Fig. 1: clock wires, drivers and flops
Drawn at 3 px/um.
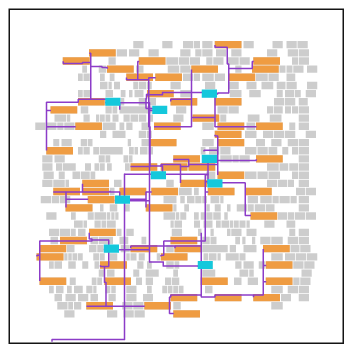
Fig. 2: signal wires on met3
Drawn at 2 px/um.
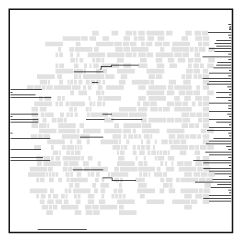
Fig. 3: routed metal, one colour a layer
Drawn at 2 px/um.
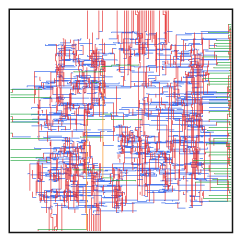
Fig. 4: sequential cells grouped by signal name
Drawn at 2 px/um.
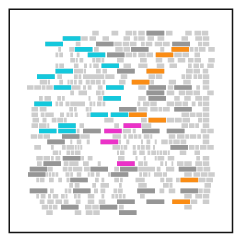
==> src/rtl/cache_ctrl_pkg.sv <==
// Shared types and sizing helpers for the direct-mapped cache sequencing controller.
package cache_ctrl_pkg;

  typedef enum logic [2:0] {
    IDLE,
    LOOKUP,
    MEM_RD,
    FILL,
    WR_CACHE,
    WR_MEM,
    RESP
  } state_t;

  localparam int DEF_MEM_TIMEOUT = 15;

  // Counter must be able to hold the value MEM_TIMEOUT itself.
  function automatic int tmo_width(input int timeout);
    return (timeout < 1) ? 1 : $clog2(timeout + 1);
  endfunction

  localparam int TMO_W = tmo_width(DEF_MEM_TIMEOUT);

endpackage

==> src/rtl/cache_ctrl_sat_counter.sv <==
// Saturating event counter with synchronous clear that wins over increment.
module cache_ctrl_sat_counter #(
  parameter int CNT_WIDTH = 16
) (
  input  logic                 clk,
  input  logic                 rst,
  input  logic                 inc,
  input  logic                 clr,
  output logic [CNT_WIDTH-1:0] count
);

  always_ff @(posedge clk or negedge rst) begin
    if (!rst) begin
      count <= '0;
    end else if (clr) begin
      count <= '0;
    end else if (inc && (count != '1)) begin
      count <= count + CNT_WIDTH'(1);
    end
  end

endmodule

==> src/rtl/cache_ctrl.sv <==
// Sequencer for a direct-mapped, one-word-per-line cache: lookup, read-miss fill,
// write-through allocate, bounded memory wait and hit/miss statistics.
module cache_ctrl
  import cache_ctrl_pkg::*;
#(
  parameter int ADDR_WIDTH  = 8,
  parameter int DATA_WIDTH  = 8,
  parameter int CNT_WIDTH   = 16,
  parameter int MEM_TIMEOUT = 15
) (
  input  logic                  clk,
  input  logic                  rst,
  input  logic                  cpu_req_valid,
  input  logic                  cpu_req_we,
  input  logic [ADDR_WIDTH-1:0] cpu_addr,
  input  logic [DATA_WIDTH-1:0] cpu_wdata,
  output logic                  cpu_req_ready,
  output logic                  cpu_resp_valid,
  output logic                  cpu_resp_err,
  output logic [DATA_WIDTH-1:0] cpu_rdata,
  output logic [ADDR_WIDTH-1:0] cache_addr,
  output logic                  cache_re,
  output logic                  cache_we,
  output logic [DATA_WIDTH-1:0] cache_wdata,
  input  logic                  cache_hit,
  input  logic [DATA_WIDTH-1:0] cache_rdata,
  output logic                  mem_req,
  output logic                  mem_we,
  output logic [ADDR_WIDTH-1:0] mem_addr,
  output logic [DATA_WIDTH-1:0] mem_wdata,
  input  logic                  mem_ack,
  input  logic [DATA_WIDTH-1:0] mem_rdata,
  input  logic                  cnt_clr,
  output logic [CNT_WIDTH-1:0]  hit_count,
  output logic [CNT_WIDTH-1:0]  miss_count
);

  localparam int TW = tmo_width(MEM_TIMEOUT);

  state_t                state, nxt;
  logic [ADDR_WIDTH-1:0] addr_q;
  logic [DATA_WIDTH-1:0] wdata_q;
  logic [DATA_WIDTH-1:0] rdata_q;
  logic                  err_q;
  logic [TW-1:0]         tmo_q;
  logic                  tmo_last;
  logic                  hit_inc;
  logic                  miss_inc;

  // The current wait cycle is the last one allowed if it brings no ack.
  assign tmo_last = (tmo_q == TW'(MEM_TIMEOUT - 1));

  always_ff @(posedge clk or negedge rst) begin
    if (!rst) state <= IDLE;
    else      state <= nxt;
  end

  always_comb begin
    nxt           = state;
    cpu_req_ready = 1'b0;
    cache_re      = 1'b0;
    cache_we      = 1'b0;
    cache_wdata   = '0;
    mem_req       = 1'b0;
    mem_we        = 1'b0;
    mem_addr      = '0;
    mem_wdata     = '0;
    hit_inc       = 1'b0;
    miss_inc      = 1'b0;
    case (state)
      IDLE: begin
        cpu_req_ready = 1'b1;
        if (cpu_req_valid) nxt = cpu_req_we ? WR_CACHE : LOOKUP;
      end
      LOOKUP: begin
        cache_re = 1'b1;
        hit_inc  = cache_hit;
        miss_inc = !cache_hit;
        nxt      = cache_hit ? RESP : MEM_RD;
      end
      MEM_RD: begin
        mem_req  = 1'b1;
        mem_addr = addr_q;
        if (mem_ack)       nxt = FILL;
        else if (tmo_last) nxt = RESP;
      end
      FILL: begin
        cache_we    = 1'b1;
        cache_wdata = rdata_q;
        nxt         = RESP;
      end
      WR_CACHE: begin
        cache_we    = 1'b1;
        cache_wdata = wdata_q;
        nxt         = WR_MEM;
      end
      WR_MEM: begin
        mem_req   = 1'b1;
        mem_we    = 1'b1;
        mem_addr  = addr_q;
        mem_wdata = wdata_q;
        if (mem_ack || tmo_last) nxt = RESP;
      end
      RESP:    nxt = IDLE;
      default: nxt = IDLE;
    endcase
  end

  // Request latches; rdata/err are cleared at acceptance so writes and
  // errored reads respond with zero data.
  always_ff @(posedge clk or negedge rst) begin
    if (!rst) begin
      addr_q  <= '0;
      wdata_q <= '0;
      rdata_q <= '0;
      err_q   <= 1'b0;
      tmo_q   <= '0;
    end else begin
      case (state)
        IDLE: begin
          if (cpu_req_valid) begin
            addr_q  <= cpu_addr;
            wdata_q <= cpu_wdata;
            rdata_q <= '0;
            err_q   <= 1'b0;
          end
        end
        LOOKUP: begin
          if (cache_hit) rdata_q <= cache_rdata;
          else           tmo_q   <= '0;
        end
        WR_CACHE: tmo_q <= '0;
        MEM_RD, WR_MEM: begin
          if (mem_ack) begin
            if (state == MEM_RD) rdata_q <= mem_rdata;
          end else begin
            tmo_q <= tmo_q + TW'(1);
            if (tmo_last) err_q <= 1'b1;
          end
        end
        default: ;
      endcase
    end
  end

  assign cpu_resp_valid = (state == RESP);
  assign cpu_resp_err   = err_q;
  assign cpu_rdata      = (state == RESP) ? rdata_q : '0;
  assign cache_addr     = addr_q;

  cache_ctrl_sat_counter #(.CNT_WIDTH(CNT_WIDTH)) u_hit (
    .clk   (clk),
    .rst   (rst),
    .inc   (hit_inc),
    .clr   (cnt_clr),
    .count (hit_count)
  );

  cache_ctrl_sat_counter #(.CNT_WIDTH(CNT_WIDTH)) u_miss (
    .clk   (clk),
    .rst   (rst),
    .inc   (miss_inc),
    .clr   (cnt_clr),
    .count (miss_count)
  );

endmodule

==> config.mk <==
export PLATFORM = sky130hd
export DESIGN_NAME = cache_ctrl
export DESIGN_NICKNAME = d
export VERILOG_FILES = /design/src/rtl/cache_ctrl_pkg.sv /design/src/rtl/cache_ctrl_sat_counter.sv /design/src/rtl/cache_ctrl.sv
export SDC_FILE = /design/constraint.sdc
export NUM_CORES = 1
export LEC_CHECK = 0
export CORE_MARGIN = 8
export CORE_UTILIZATION = 40
export CTS_CLUSTER_DIAMETER = 150
export DETAILED_ROUTE_END_ITERATION = 12
export PLACE_DENSITY = 0.68
export SLEW_MARGIN = 30
export SYNTH_ARGS = -nofsm -noshare
export SYNTH_HDL_FRONTEND = slang
export SYNTH_SLANG_ARGS = --single-unit
==> constraint.sdc <==
create_clock -name clk -period 5.6 [get_ports clk]
set_input_delay 0.84 -clock clk [delete_from_list [all_inputs] [get_ports clk]]
set_output_delay 0.84 -clock clk [all_outputs]
set_load 0.005 [all_outputs]
==> impl_metrics.toml <==
# implementation run metrics
[synth]
syn-cell-area_um2 = 3597
ys_area_um2 = 3597
largest_area_cell = "dfrtp_1"
yosys-top-cells-area = "dfrtp_1 45%, mux2_2 8.8%, and2_1 4.7%, a21oi_1 4.3%, a22o_1 3.9%"
mux_share_pct = 9.322
netlist_instances = 359
ys_async_sr_fraction_pct = 100.0
ff_type = "dfrtp_1"
top_cell = "dfrtp_1"
ys_warn_count = 0
logic_family = "simple AND/OR/NAND/NOR gates"
synth-edff-count = 0

[critical_path]
crit_cells = 5
arrival_ns = 2.85
crit_family = "buffers and inverters"
crit_chain = "nand3b_1 > and2_1 > clkinv_1 > and2_1 > clkdlybuf4s50_1"
setup.worst_path.start_class = "flop"
regToRegStartpoint = "state[1]"
max_stage_delay_ns = 0.76
endpoint_kind = "primary output"
r2r_end = "u_hit.count[13]"
cp.required_ns = 4.76

[die]
core_area_um2 = 8721
die_w_um = 110.8
n_tap_cell = 108
initCoreUtil_pct = 41.25

[clocking]
cts_made_buffers = 9
cts.sinks = 64
clock_path_buffers = 2
clockRootBuffer = "clkbuf_8"
clk_pin_slew_ns = 0.08
cts_max_level = 3

[sta]
worstMarginPinSlew_ns = 0.8211
layout_min_cycle_time_ns = 3.693
slew_violations = 0
setup_viol = 0
slew-limit-headroom_pct = 45.26

[power]
maxPowerGroup = "combinational cells"
power_per_cell_area_nw_per_um2 = 354.7
p_total_uw = 1793
p_comb_uw = 712
p_int_uw = 1208

[placed_design]
hpwl_mm = 7.549
io_buffers = 117
dp_cells = 568
place_ws_ns = 2.314

[layout]
sh_comb_area_pct = 37.34
buffers = 120
logic_gate_count = 264
drive_gt1_share_pct = 12.61
flops = 64
clock_buffers = 11
layout_top_cell = "clkdlybuf4s50_1"
regArea_um2 = 1602
final_util_pct = 57.98
logic_area_um2 = 1888
area_delta_synth_final_pct = 40.56

[global_routing]
first_global_vias = 3197
grt_max_degree = 65
grt_use_met2_pct = 26.31

[routing]
drcViolationCount = 0
drt.antenna.violating_nets = 0

[min_path]
holdCritPathClass = "reg2reg"

[status]
outcome = "finished clean"

[run]
warnings = 27
-- Fig. 1 (at the start) --
[orange] flip-flops | count: 64
[cyan] clock-net drivers | count: 9
[purple] clock wires | length: 901 um
routed clock nets	10
Setup Skew: 0.01216 ns
clk latency late pin: 0.34 ns
Clock net power: 398 uW
Clk pwr share: 22.2%

-- Fig. 2 (at the start) --
share of all routed wire	7.0%
nets with wire on the layer	82
wire length on this layer	736 um
vias: 3256
GR Util met3: 6.169%
Routed WL: 10.44 mm

-- Fig. 3 (at the start) --
colour	layer	wire length
red	M2	4710 um
blue	M1	4890 um
green	M3	736 um
orange	M4	108 um
Tot GR Track Use: 16.90%
WL/cell: 17.88 um

-- Fig. 4 (at the start) --
colour	signal	placed flops
cyan	u_miss.count	16
magenta	tmo_q	4
orange	wdata_q	8
Seq/total area: 31.68%
Seq. pwr: 683 uW

No activity file was given, so power comes from the tool's default toggle rates.
